==> src/rtl/prog_loader_pkg.sv <==
// Shared types for the boot-time program loader: FSM state encoding, word-count
// width and state-class helpers used by the loader datapath.
package prog_loader_pkg;

    localparam int WCNT_W = 16;

    typedef logic [WCNT_W-1:0] wcnt_t;

    typedef enum logic [3:0] {
        S_IDLE,
        S_LEN_HI,
        S_LEN_LO,
        S_DATA_HI,
        S_DATA_LO,
        S_WRITE,
        S_CSUM,
        S_DONE,
        S_ERROR
    } state_e;

    function automatic logic rx_state(input state_e s);
        return s inside {S_LEN_HI, S_LEN_LO, S_DATA_HI, S_DATA_LO, S_CSUM};
    endfunction

    function automatic logic busy_state(input state_e s);
        return s inside {S_LEN_HI, S_LEN_LO, S_DATA_HI, S_DATA_LO, S_WRITE, S_CSUM};
    endfunction

endpackage

==> src/rtl/prog_loader_if.sv <==
// Byte-stream input and memory write port of the program loader.
// slave = loader side, master = byte source / memory side.
interface prog_loader_if;

    logic        rx_valid;
    logic [7:0]  rx_data;
    logic        rx_ready;
    logic        mem_we;
    logic [15:0] mem_addr;
    logic [15:0] mem_wdata;

    modport slave (
        input  rx_valid, rx_data,
        output rx_ready, mem_we, mem_addr, mem_wdata
    );

    modport master (
        output rx_valid, rx_data,
        input  rx_ready, mem_we, mem_addr, mem_wdata
    );

endinterface

==> src/rtl/prog_loader_word_assembler.sv <==
// Big-endian byte pair to 16-bit word assembler; used for both the length
// header and the data words of the load stream.
module word_assembler
    import prog_loader_pkg::*;
(
    input  logic       clk,
    input  logic       reset,
    input  logic       load_hi,
    input  logic       load_lo,
    input  logic [7:0] byte_in,
    output wcnt_t      word
);

    logic [7:0] hi_q, hi_d;
    logic [7:0] lo_q, lo_d;

    // NOTE: every always_comb output gets its hold value first, so no path leaves it unassigned (no latch).
    always_comb begin
        hi_d = hi_q;
        lo_d = lo_q;
        if (load_hi) hi_d = byte_in;
        if (load_lo) lo_d = byte_in;
    end

    // NOTE: state registers use non-blocking assignments so all flops update together at the edge.
    always_ff @(posedge clk or negedge reset) begin
        if (!reset) begin
            hi_q <= '0;
            lo_q <= '0;
        end else begin
            hi_q <= hi_d;
            lo_q <= lo_d;
        end
    end

    assign word = {hi_q, lo_q};

endmodule

==> src/rtl/prog_loader.sv <==
// Boot-time program loader: receives length + big-endian words, writes them to
// consecutive memory addresses and holds the CPU in reset until the image is in.
// Optional trailing XOR checksum byte enabled by PROG_LOADER_CHECKSUM_EN.
module prog_loader
    import prog_loader_pkg::*;
#(
    parameter logic [15:0] BASE_ADDR = 16'h0000,
    parameter int unsigned MAX_WORDS = 256
) (
    input  logic         clk,
    input  logic         reset,
    input  logic         start,
    prog_loader_if.slave bus,
    output logic         cpu_reset,
    output logic         busy,
    output logic         done,
    output logic         error
);

    state_e            state_q, state_d;
    wcnt_t             idx_q, idx_d;
    logic [15:0]       addr_q, addr_d;
    logic [15:0]       wdata_q, wdata_d;
    wcnt_t             len_word;
    wcnt_t             dat_word;
    wcnt_t             len_cand;
    logic              len_bad;
    logic              accept;
    logic              wr_active;
    logic [15:0]       wr_addr;
    logic [WCNT_W:0]   idx_next;

    assign accept    = bus.rx_valid && bus.rx_ready;
    assign wr_active = (state_q == S_WRITE);
    assign wr_addr   = BASE_ADDR + idx_q;
    assign idx_next  = {1'b0, idx_q} + 1'b1;

    word_assembler u_len (
        .clk     (clk),
        .reset   (reset),
        .load_hi (accept && state_q == S_LEN_HI),
        .load_lo (accept && state_q == S_LEN_LO),
        .byte_in (bus.rx_data),
        .word    (len_word)
    );

    word_assembler u_dat (
        .clk     (clk),
        .reset   (reset),
        .load_hi (accept && state_q == S_DATA_HI),
        .load_lo (accept && state_q == S_DATA_LO),
        .byte_in (bus.rx_data),
        .word    (dat_word)
    );

    // The low length byte is still on the bus when the range decision is made.
    assign len_cand = {len_word[15:8], bus.rx_data};
    assign len_bad  = (len_cand == '0) || (32'(len_cand) > MAX_WORDS);

`ifdef PROG_LOADER_CHECKSUM_EN
    logic [7:0] csum_q, csum_d;

    always_comb begin
        csum_d = csum_q;
        if (start && (state_q inside {S_IDLE, S_DONE, S_ERROR}))
            csum_d = '0;
        else if (accept && (state_q inside {S_DATA_HI, S_DATA_LO}))
            csum_d = csum_q ^ bus.rx_data;
    end

    always_ff @(posedge clk or negedge reset) begin
        if (!reset) csum_q <= '0;
        else        csum_q <= csum_d;
    end
`endif

    always_comb begin
        state_d = state_q;
        idx_d   = idx_q;
        addr_d  = addr_q;
        wdata_d = wdata_q;
        case (state_q)
            S_IDLE, S_DONE, S_ERROR: if (start) state_d = S_LEN_HI;
            S_LEN_HI:  if (accept) state_d = S_LEN_LO;
            S_LEN_LO: begin
                if (accept) begin
                    state_d = len_bad ? S_ERROR : S_DATA_HI;
                    idx_d   = '0;
                end
            end
            S_DATA_HI: if (accept) state_d = S_DATA_LO;
            S_DATA_LO: if (accept) state_d = S_WRITE;
            S_WRITE: begin
                addr_d  = wr_addr;
                wdata_d = dat_word;
                idx_d   = idx_next[WCNT_W-1:0];
                if (idx_next < {1'b0, len_word})
                    state_d = S_DATA_HI;
                else
`ifdef PROG_LOADER_CHECKSUM_EN
                    state_d = S_CSUM;
`else
                    state_d = S_DONE;
`endif
            end
`ifdef PROG_LOADER_CHECKSUM_EN
            S_CSUM: if (accept) state_d = (bus.rx_data == csum_q) ? S_DONE : S_ERROR;
`endif
            default: state_d = S_IDLE;
        endcase
    end

    always_ff @(posedge clk or negedge reset) begin
        if (!reset) begin
            state_q <= S_IDLE;
            idx_q   <= '0;
            addr_q  <= '0;
            wdata_q <= '0;
        end else begin
            state_q <= state_d;
            idx_q   <= idx_d;
            addr_q  <= addr_d;
            wdata_q <= wdata_d;
        end
    end

    // Address/data are live during WRITE and hold the last written pair afterwards.
    assign bus.rx_ready  = rx_state(state_q);
    assign bus.mem_we    = wr_active;
    assign bus.mem_addr  = wr_active ? wr_addr  : addr_q;
    assign bus.mem_wdata = wr_active ? dat_word : wdata_q;

    assign cpu_reset = (state_q != S_DONE);
    assign busy      = busy_state(state_q);
    assign done      = (state_q == S_DONE);
    assign error     = (state_q == S_ERROR);

endmodule
==> src/flat_wrapper.sv <==
// flat-port wrapper written by rule: the top's interface ports become plain ports
module prog_loader_flat import prog_loader_pkg::*;
#(
    parameter logic [15:0] BASE_ADDR = 16'h0000,
    parameter int unsigned MAX_WORDS = 256
)
  (clk, reset, start, cpu_reset, busy, done, error, bus_rx_valid, bus_rx_data, bus_rx_ready, bus_mem_we, bus_mem_addr, bus_mem_wdata);
  prog_loader_if bus_i ();
  input  logic clk;
  input  logic reset;
  input  logic start;
  output logic cpu_reset;
  output logic busy;
  output logic done;
  output logic error;
  input wire logic [$bits(bus_i.rx_valid)-1:0] bus_rx_valid;
  input wire logic [$bits(bus_i.rx_data)-1:0] bus_rx_data;
  output wire logic [$bits(bus_i.rx_ready)-1:0] bus_rx_ready;
  output wire logic [$bits(bus_i.mem_we)-1:0] bus_mem_we;
  output wire logic [$bits(bus_i.mem_addr)-1:0] bus_mem_addr;
  output wire logic [$bits(bus_i.mem_wdata)-1:0] bus_mem_wdata;
  assign bus_i.rx_valid = bus_rx_valid;
  assign bus_i.rx_data = bus_rx_data;
  assign bus_rx_ready = bus_i.rx_ready;
  assign bus_mem_we = bus_i.mem_we;
  assign bus_mem_addr = bus_i.mem_addr;
  assign bus_mem_wdata = bus_i.mem_wdata;
  prog_loader #(.BASE_ADDR(BASE_ADDR), .MAX_WORDS(MAX_WORDS)) u_core (.clk(clk), .reset(reset), .start(start), .bus(bus_i), .cpu_reset(cpu_reset), .busy(busy), .done(done), .error(error));
endmodule
==> config.mk <==
export PLATFORM = sky130hd
export DESIGN_NAME = prog_loader_flat
export DESIGN_NICKNAME = d
export VERILOG_FILES = /design/src/rtl/prog_loader_pkg.sv /design/src/rtl/prog_loader_if.sv /design/src/rtl/prog_loader_word_assembler.sv /design/src/rtl/prog_loader.sv /design/src/flat_wrapper.sv
export SDC_FILE = /design/constraint.sdc
export NUM_CORES = 1
export LEC_CHECK = 0
export CORE_MARGIN = 4
export CORE_UTILIZATION = 45
export DETAILED_ROUTE_END_ITERATION = 10
export PLACE_DENSITY = 0.76
export SLEW_MARGIN = 20
export SYNTH_ARGS = -nofsm -noshare
export SYNTH_HDL_FRONTEND = slang
export SYNTH_SLANG_ARGS = --single-unit
==> constraint.sdc <==
create_clock -name clk -period 2.9 [get_ports clk]
set_clock_uncertainty 0.2 [all_clocks]
set_input_delay 0.29 -clock clk [delete_from_list [all_inputs] [get_ports clk]]
set_output_delay 0.29 -clock clk [all_outputs]
set_load 0.02 [all_outputs]
Run 1, placement by cell class:
Scale: 4 px per um.
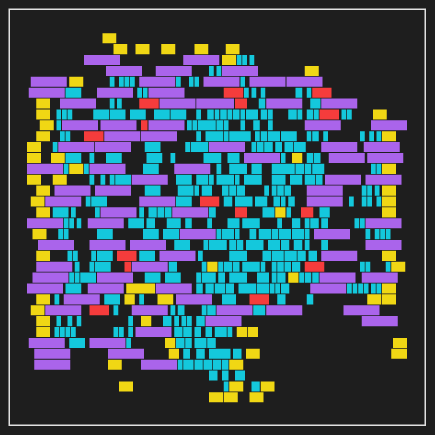
class	color	cells	share of their area
flip-flops	purple	84	44%
other buffers and delay cells	yellow	62	13%
clock drivers and dummy loads	red	15	3.6%
all other logic	cyan	319	40%

Run 1, M1 wires:
Scale: 4 px per um.
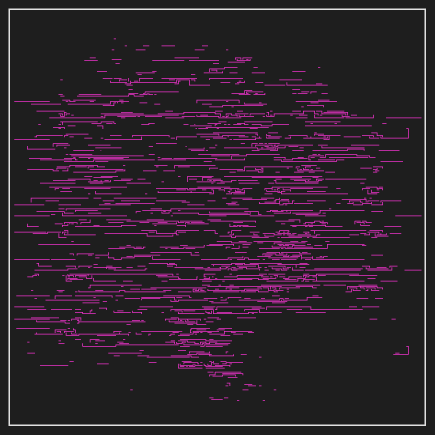
longest straight run	25.8 um
share of all routed wire	46%
Post-Route WL: 8.74 mm
met1 Use GR: 0.224
via count: 3105

Run 1, routing congestion:
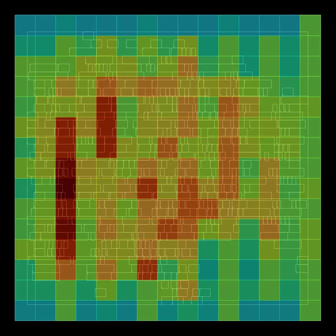
grt peak-use layer: met2
GR Layer Usage met2: 0.281
met3 Resource Use GR: 0.0485

==> impl_metrics.env, run 1 <==
# yosys + openroad results
export IMPL_relSlewSlack=0.500
export IMPL_ys_sh_adder=0.0486
export IMPL_edf_count=0
export IMPL_p_per_area_nw_per_um2=1020
export IMPL_worst_slack_ps=219
export IMPL_synth_stat_cells=425
export IMPL_critPathBufInv=3
export IMPL_slew_violations=0
export IMPL_antenna_found_initial=0
export IMPL_period_used=0.925
export IMPL_status="finished, final reports clean"
export IMPL_met2WireLength_mm=4.11
export IMPL_place_area_sq_um=4740
export IMPL_clock_area_frac=0.0351
export IMPL_rows=34
export IMPL_finalNetCount=504
export IMPL_track_usage=0.173
export IMPL_place_gp_congestion=0.847
export IMPL_m1WireLength_mm=4.06
export IMPL_tightest_slew_ps=750
export IMPL_rsz0062_at_grt="no"
export IMPL_fp_nets=453
export IMPL_dp_hpwl_mm=6.09
export IMPL_logic_area_sq_um=1850
export IMPL_vdd_drop_max_mv=0.545
export IMPL_grt_start_max_net_pins=85
export IMPL_top_layer_used="met4"
export IMPL_diodes=0
export IMPL_yosys_cell_types_count=41
export IMPL_top_logic_kind="simple AND/OR/NAND/NOR gates"
export IMPL_area_growth_pct=20.3
export IMPL_p_switching_uw=1970
export IMPL_placedCellCount=572
export IMPL_clk_pin_slew_ps=80
export IMPL_hp_class="reg2reg"
export IMPL_tool_warnings=26
export IMPL_top_cell_area_share=0.511
export IMPL_p_seq_frac=0.396
export IMPL_cp_cell_sequence="nor2b_2 > nand2_1 > inv_2 > buf_4 > nand2_1 > nand2_1 > clkdlybuf4s50_1"
export IMPL_min_from="u_core.wdata_q[8]"
export IMPL_critPathCaptureType="output pin"
export IMPL_required_ps=2410
export IMPL_sh_seq_area=0.425
export IMPL_pre_cts_ws_ps=146
## run 1: worst reg2reg max path, stage by stage (launching register included)
cell     delay (ps)
dfrtp_1         410
ha_2            250
nand4_1         200
or2_2           380
xnor2_1         150
ha_1            310
nand4_1         110
o21ai_0         190
a31oi_1          70
a211o_1         270
nand3_1          80
## run 1: state kept, by name, summed over array words and instances, names as in the netlist
register           cells
u_core.u_dat.hi_q      8
u_core.idx_q          16
u_core.wdata_q        16
u_core.u_dat.lo_q      8
u_core.addr_q         16
u_core.u_len.hi_q      8
u_core.u_len.lo_q      8
u_core.state_q         4
## run 1: metrics by stage
step,hold WS [ps],utilization
after global routing,293,0.562
after CTS,281,0.559
after floorplan,-206,-
after global placement,251,0.538
final,274,0.562
after detailed placement,258,0.538
## Run 2: what changed since run 1
--- a/config.mk
+++ b/config.mk
@@ -8,8 +8,9 @@
 export CORE_MARGIN = 4
 export CORE_UTILIZATION = 45
 export DETAILED_ROUTE_END_ITERATION = 10
-export PLACE_DENSITY = 0.76
+export PLACE_DENSITY = 0.75
 export SLEW_MARGIN = 20
 export SYNTH_ARGS = -nofsm -noshare
 export SYNTH_HDL_FRONTEND = slang
+export SYNTH_HIERARCHICAL = 1
 export SYNTH_SLANG_ARGS = --single-unit
Run 2, a small window of the routed layout:
Window x 14 to 39, y 67 to 92 um. Cells in gray, sequential cells in the stronger gray; small squares are vias.
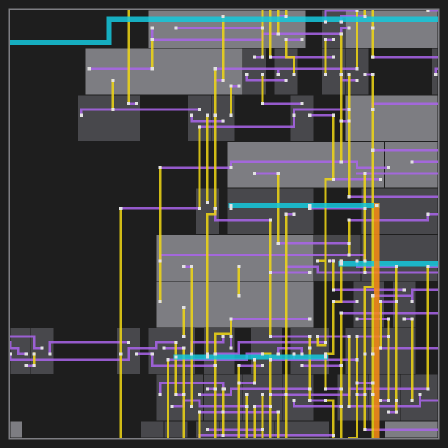
layer	color
met3	cyan
met1	purple
met4	orange
met2	yellow
cells with their middle in the window	38
sequential cells in the window	7
netlist names of flops here include	u_core/idx_q (4), u_core/addr_q (3)
most frequent	nand2_1 (13), dfrtp_1 (7)

Run 2, M1 wires:
Scale: 4 px per um.
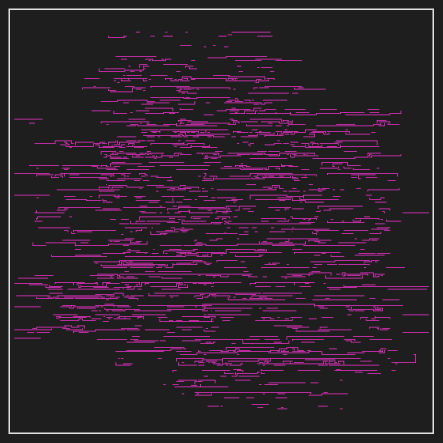
share of all routed wire	48%
longest straight run	34.5 um
main direction	horizontal
nets with wire on the layer	468
via count: 3165
met1 Use GR: 0.235
Post-Route WL: 9.17 mm

==> impl_metrics.env, run 2 <==
# yosys + openroad results
export IMPL_status="finished, final reports clean"
export IMPL_period_used=0.955
export IMPL_track_usage=0.172
export IMPL_grt_met2_usage=0.268
export IMPL_synth_area_mux_share=0.117
export IMPL_fin_util=0.562
export IMPL_p_int_uw=3430
export IMPL_worst_slack_ps=130
export IMPL_critPathCaptureType="flop"
export IMPL_rsz0062_at_grt="yes"
export IMPL_routed_wl_met3_um=404
export IMPL_fp_nets=452
export IMPL_yosys_area_share_simple=0.185
export IMPL_critPathBufInv=0
export IMPL_die_width_um=106
export IMPL_busiest_layer="met2"
export IMPL_ys_seq_elements=84
export IMPL_logic_area_sq_um=2000
export IMPL_use_met3=0.0416
export IMPL_required_ps=2940
export IMPL_yosys_cell_types_count=48
export IMPL_p_seq_frac=0.368
export IMPL_cts_sinks=84
export IMPL_num_io_pins=50
export IMPL_final_common_cell="nand2_1"
export IMPL_place_area_sq_um=4960
export IMPL_pre_cts_ws_ps=-22.2
export IMPL_placedCellCount=596
export IMPL_async_flop_share=1.00
export IMPL_cts_htree_levels=3
export IMPL_comb_cell_share=0.385
export IMPL_ys_sh_adder=0.0467
export IMPL_slew_violations=0
export IMPL_top_logic_kind="simple AND/OR/NAND/NOR gates"
export IMPL_ys_warn_count=6
export IMPL_p_per_area_nw_per_um2=1060
export IMPL_reg_top3="u_core/addr_q (16), u_core/idx_q (16), u_core/wdata_q (16)"
export IMPL_top_cell_area_share=0.490
export IMPL_sh_seq_area=0.405
export IMPL_top_layer_used="met4"
export IMPL_synthCells=424
export IMPL_synth_stat_cells=424
export IMPL_clock_area_frac=0.0390
export IMPL_mostFrequentLayoutCells="nand2_1 (118), dfrtp_1 (83), clkdlybuf4s50_1 (47)"
export IMPL_place_gp_congestion=0.861
export IMPL_met2WireLength_mm=4.29
export IMPL_p_clk_uw=847
export IMPL_hp_class="in2async"
export IMPL_setup_viol=0
export IMPL_edf_count=0
export IMPL_m1WireLength_mm=4.36
export IMPL_rows=35
export IMPL_fin_hold_ws_ps=266
export IMPL_worstSetupStartpoint="u_core/idx_q[4]"
export IMPL_vdd_drop_max_mv=0.721
export IMPL_p_total_uw=5500
export IMPL_drt_iter0_markers=195
export IMPL_vias_per_cell=5.16
export IMPL_antenna_found_initial=0
export IMPL_fin_crit_ps=2770
export IMPL_area_growth_pct=21.1
export IMPL_crit_arrival_ps=2810
export IMPL_r2r_start="u_core/idx_q[4]"
export IMPL_postSynthSeqShare=0.490
export IMPL_cap_violations=0
export IMPL_die_area_sq_um=11200
export IMPL_fillers=812
export IMPL_tightest_slew_ps=845
export IMPL_dp_hpwl_mm=6.51
export IMPL_area_leaders="dfrtp_1 (49%), mux2_4 (11%), nand2_1 (10%)"
export IMPL_p_switching_uw=2080
export IMPL_crit_type="reg2reg"
export IMPL_netlist_area_sq_um=4290
export IMPL_diodes=0
export IMPL_fp_util=0.464
export IMPL_fmax_mhz=361
export IMPL_cp_cell_sequence="nand3_1 > or3_4 > nor2_2 > xor2_1 > ha_1 > nand2_1 > o21ai_1 > a41oi_1 > a2111oi_1 > or3_1"
export IMPL_common_cells="nand2_1 (118), dfrtp_1 (84), mux2_4 (32)"
export IMPL_final_cell_count_no_fill=613
export IMPL_tool_warnings=27
export IMPL_clk_pin_slew_ps=90
export IMPL_relSlewSlack=0.434
export IMPL_finalNetCount=507
export IMPL_firstDrtPassIters=4
export IMPL_grt_start_max_net_pins=55
## run 2: cell types whose count changed after synthesis, moves of 4 or more
cell	previous run	this run
a31oi_1	9	4
nand4_1	6	2
o21ai_0	17	21
nand3_1	15	8
buf_6	0	4
nor2_1	9	13
mux2_4	0	32
mux2_2	32	1
## run 2: worst paths after layout
path / to / slack (ps) / cells past startpoint
worst max-delay path: u_core/state_q[2] / 130 / 10
worst min-delay path: u_core/wdata_q[2] / 270 / 2
worst max register to register: u_core/state_q[2] / 130 / 10
worst min register to register: u_core/addr_q[12] / 270 / 2
max in group asynchronous: u_core/idx_q[2] / 1590 / 3
min in group clk: u_core/addr_q[12] / 270 / 2
## Run 3: what changed since run 2
--- a/config.mk
+++ b/config.mk
@@ -6,9 +6,9 @@
 export NUM_CORES = 1
 export LEC_CHECK = 0
 export CORE_MARGIN = 4
-export CORE_UTILIZATION = 45
+export CORE_UTILIZATION = 56
 export DETAILED_ROUTE_END_ITERATION = 10
-export PLACE_DENSITY = 0.75
+export PLACE_DENSITY = 0.89
 export SLEW_MARGIN = 20
 export SYNTH_ARGS = -nofsm -noshare
 export SYNTH_HDL_FRONTEND = slang
Run 3, sizing map:
Scale: 4 px per um.
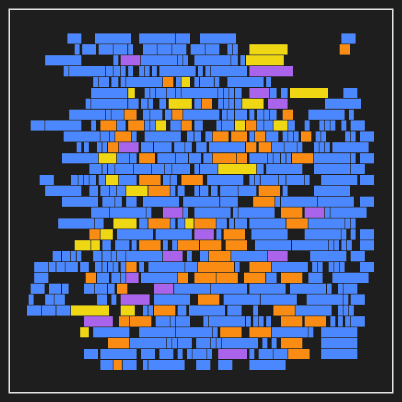
size	color	cells	share	most used
drive 6 and up	purple	15	3.1%	clkbuf_8
drive 2	yellow	22	4.5%	dfrtp_2
drive 1 or less	blue	389	80%	nand2_1
drive 3 to 4	orange	61	13%	mux2_4

Run 3, routing congestion:
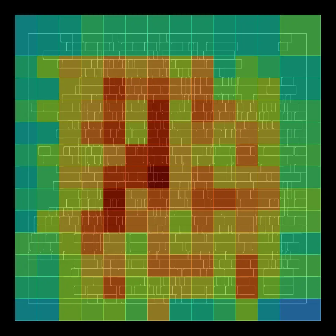
GR Layer Usage met2: 0.383
met3 Resource Use GR: 0.0434
utilization after layout: 0.716
DR WL/cell: 17.6 um

==> impl_metrics.env, run 3 <==
# yosys + openroad results
export IMPL_placedCellCount=563
export IMPL_dp_hpwl_mm=6.86
export IMPL_routed_wl_met3_um=518
export IMPL_period_used=0.973
export IMPL_mostFrequentLayoutCells="nand2_1 (117), dfrtp_1 (79), clkdlybuf4s50_1 (48)"
export IMPL_worstSetupStartpoint="u_core/idx_q[1]"
export IMPL_p_total_uw=5720
export IMPL_place_gp_congestion=0.848
export IMPL_grt_start_max_net_pins=57
export IMPL_status="finished, final reports clean"
export IMPL_area_leaders="dfrtp_1 (49%), mux2_4 (11%), nand2_1 (10%)"
export IMPL_tightest_slew_ps=895
export IMPL_busiest_layer="met2"
export IMPL_netlist_area_sq_um=4290
export IMPL_comb_cell_share=0.391
export IMPL_num_io_pins=50
export IMPL_vdd_drop_max_mv=0.497
export IMPL_min_from="u_core/addr_q[10]"
export IMPL_postSynthSeqShare=0.490
export IMPL_cap_violations=0
export IMPL_edf_count=0
export IMPL_synth_area_mux_share=0.117
export IMPL_cts_sinks=84
export IMPL_met2WireLength_mm=5.31
export IMPL_place_area_sq_um=4910
export IMPL_cp_cell_sequence="ha_2 > and4_4 > nand2_2 > xnor2_2 > ha_4 > a21oi_1 > o21ai_1 > a31oi_1 > a2111oi_2 > or3_1"
export IMPL_pre_cts_ws_ps=-93.9
export IMPL_rsz0062_at_grt="yes"
export IMPL_area_growth_pct=22.3
export IMPL_rows=31
export IMPL_critPathCaptureType="flop"
export IMPL_r2r_end="u_core/state_q[2]"
export IMPL_m1WireLength_mm=4.27
export IMPL_required_ps=2930
export IMPL_final_cell_count_no_fill=586
export IMPL_vias=3357
export IMPL_async_flop_share=1.00
export IMPL_drt_iter0_markers=226
-- run 3: timing repair --
item / CTS / global route
endpoints found under the hold margin: 55 / 0
pin swaps: 0 / 7
hold buffers: 1 / 0
buffers inserted: 1 / 6
setup endpoints to repair: 1 / 25
gates resized: 5 / 17
-- run 3: worst register-to-register path, stage by stage, from the launching register on --
cell and delay (ps):
dfrtp_1 420, ha_2 210, and4_4 280, nand2_2 90
xnor2_2 300, ha_4 270, a21oi_1 140, o21ai_1 100
a31oi_1 230, a2111oi_2 100, or3_1 380
-- run 3: power breakdown --
part | internal [uW] | switching [uW] | leakage (uW)
registers | 1700 | 382 | 0.00106
clock network | 422 | 424 | 0.000103
logic | 1370 | 1430 | 0.00139
total | 3490 | 2230 | 0.00255
No activity file was given, so power comes from the tool's default toggle rates.
